==> config.mk <==
export PLATFORM = sky130hd
export DESIGN_NAME = sync_fifo_param
export DESIGN_NICKNAME = d
export VERILOG_FILES = /design/src/rtl/fifo_pkg.sv /design/src/rtl/fifo_mem.sv /design/src/rtl/sync_fifo_param.sv
export SDC_FILE = /design/constraint.sdc
export NUM_CORES = 1
export LEC_CHECK = 0
export ABC_CLOCK_PERIOD_IN_PS = 3700
export CAP_MARGIN = 15
export CORE_MARGIN = 5
export CORE_UTILIZATION = 59
export CTS_CLUSTER_SIZE = 10
export DETAILED_ROUTE_END_ITERATION = 8
export MAX_ROUTING_LAYER = met4
export PLACE_DENSITY = 0.88
export SLEW_MARGIN = 10
export SYNTH_ARGS = -nofsm -noshare
export SYNTH_HDL_FRONTEND = slang
export SYNTH_HIERARCHICAL = 1
export SYNTH_SLANG_ARGS = --single-unit
==> constraint.sdc <==
create_clock -name clk -period 3.7 [get_ports clk]
set_input_delay 0.555 -clock clk [delete_from_list [all_inputs] [get_ports clk]]
set_output_delay 0.555 -clock clk [all_outputs]
set_load 0.1 [all_outputs]
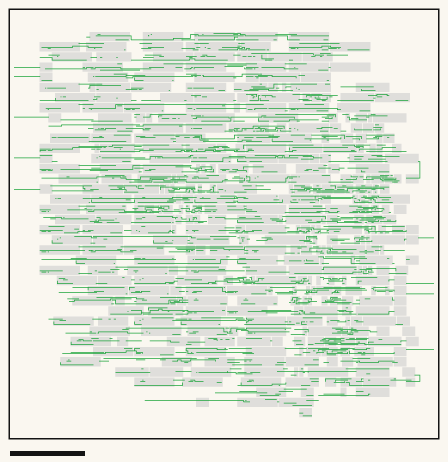
(images/layer_met1.png)
The bar under the picture is 20 um long.
The layer holds 38% of the routed length. 397 nets have wire on it. The longest straight run is 39.6 um. The layer carries 4,790 um of wire. The wires run mostly horizontal.
routed wire length: 12,700 um
met1 usage: 28.0%
vias: 3,417

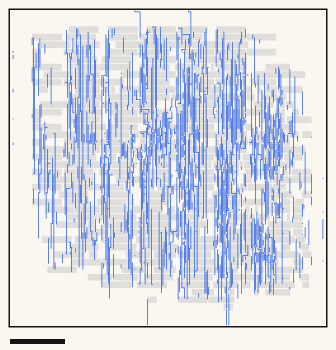
(images/layer_met2.png)
The bar under the picture is 20 um long.
386 nets have wire on it. The longest straight run is 59.2 um. The layer carries 6,560 um of wire.
fraction of met2 tracks used by global routing: 35.5%

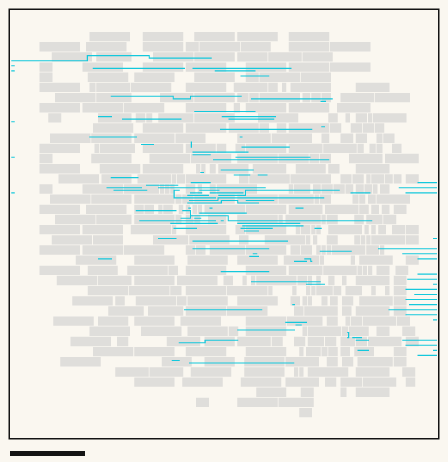
(images/layer_met3.png)
The bar under the picture is 20 um long.
The wires run mostly horizontal. 83 nets have wire on it. The layer carries 1,110 um of wire. The layer holds 8.7% of the routed length. The longest straight run is 38.4 um.
met3 Track Usage GR: 4.76%

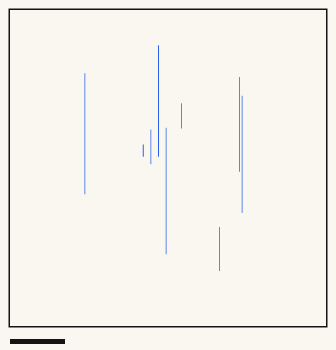
(images/layer_met4.png)
The bar under the picture is 20 um long.
The layer holds 1.9% of the routed length. The layer carries 246 um of wire.

==> summary.txt <==
Notes from the flow run.

Timing:
- Of the available clock period, the critical path in the final layout requires 80.5%.
- Hold-check failures listed in the final report amount to 0.
- The run gives the worst setup skew after layout as 0.00719 ns.
- The run gives the total count of max-transition violations in the final report as 0.
- Setup repair after global routing left no endpoint under its margin.
- The run puts the slew at the pin with the worst max-slew slack at 0.976 ns.

Power and ir drop:
- The run puts the switching part of the total at 38.5%.
- The analysis attributes to cell leakage a power of 2.65 nW.
- The run puts the clock group share of total power at 24.9%.
- Combinational cells account for 37.1% of the total power.
- The run puts the internal portion of total power at 4.20 mW.
- The run gives the portion of total power attributed to sequential cells as 38.0%.

Route:
- The run gives the routed length on met3 as 1110 um.
- The run puts the first-pass detailed-route iteration total at 5.
- Per the detail_route report, DRC violations left total 0.

Die:
- Pin placement for this block handled 32 I/O pins.
- The run puts the floorplan-stage core utilization at 59.8%.
- The run puts the core area at 0.0108 mm^2.
- The run gives the total die size as 0.0131 mm^2.

Synth:
- Sorting the synthesized cells by how often they occur yields sky130_fd_sc_hd__edfxtp_1 (128), sky130_fd_sc_hd__nand2_1 (35), sky130_fd_sc_hd__dfrtp_1 (28), sky130_fd_sc_hd__mux4_2 (18), sky130_fd_sc_hd__a22oi_1 (16).
- The run puts the number of synthesized flops with an enable pin at 128.
- The run puts the share of flip-flops with an asynchronous set or reset at 19.0%.
- The run gives the share of the synthesized area in the top cell type as 59.6%.
- The run puts the number of nets produced by synthesis at 375.
- Among all cell types in the netlist, the one instantiated most often is sky130_fd_sc_hd__edfxtp_1.
- The run puts the distinct cell type count after synthesis at 48.
- The run puts the register bit total from synthesis at 158.

Cells and area:
- The run puts the clock network area share at 7.82%.
- In the layout the commonest cells are sky130_fd_sc_hd__edfxtp_1 (128), sky130_fd_sc_hd__nand2_1 (35), sky130_fd_sc_hd__clkdlybuf4s50_1 (31), sky130_fd_sc_hd__dfrtp_1 (27), sky130_fd_sc_hd__mux4_2 (18).
- The final report lists a non-filler cell total of 557.
- The run gives the layout buffer count excluding clock buffers as 43.
- The run puts the cell area after layout at 0.00749 mm^2.
- The run puts the layout sequential cell count at 158.
- The run gives the sequential cell area as 0.00460 mm^2.
- The run puts the fraction of standard cell area that is sequential at 61.4%.

Placed design:
- The run gives the routability congestion estimate as 0.832.
- The run gives the detailed placer's ending HPWL as 8130 um.
- The run gives the worst setup slack before clock tree synthesis as 0.334 ns.

Worst setup path:
- The largest single stage delay on the critical path is 0.55 ns.
- The script reports the combined buffer and inverter count of the critical path as 1.
- Broken down by cell family, the worst path's largest delay share belongs to AND-OR/OR-AND gates.
- The run puts the number of cell instances on the worst register-to-register path at 11.
- The worst-case reg-to-reg setup slack stands at 0.72 ns.

Status:
- The run finished with clean final reports.

Global routing:
- The run gives the total global-route track usage as 21.9%.
- The run gives the first-pass GRT wire length as 20,100 um.
- After global routing, the most crowded layer is met2.

Clock network:
- In this run the post-CTS setup repair buffer count came out at 0.
- The run gives the TritonCTS clock tree as done.
No activity file was given, so power comes from the tool's default toggle rates.
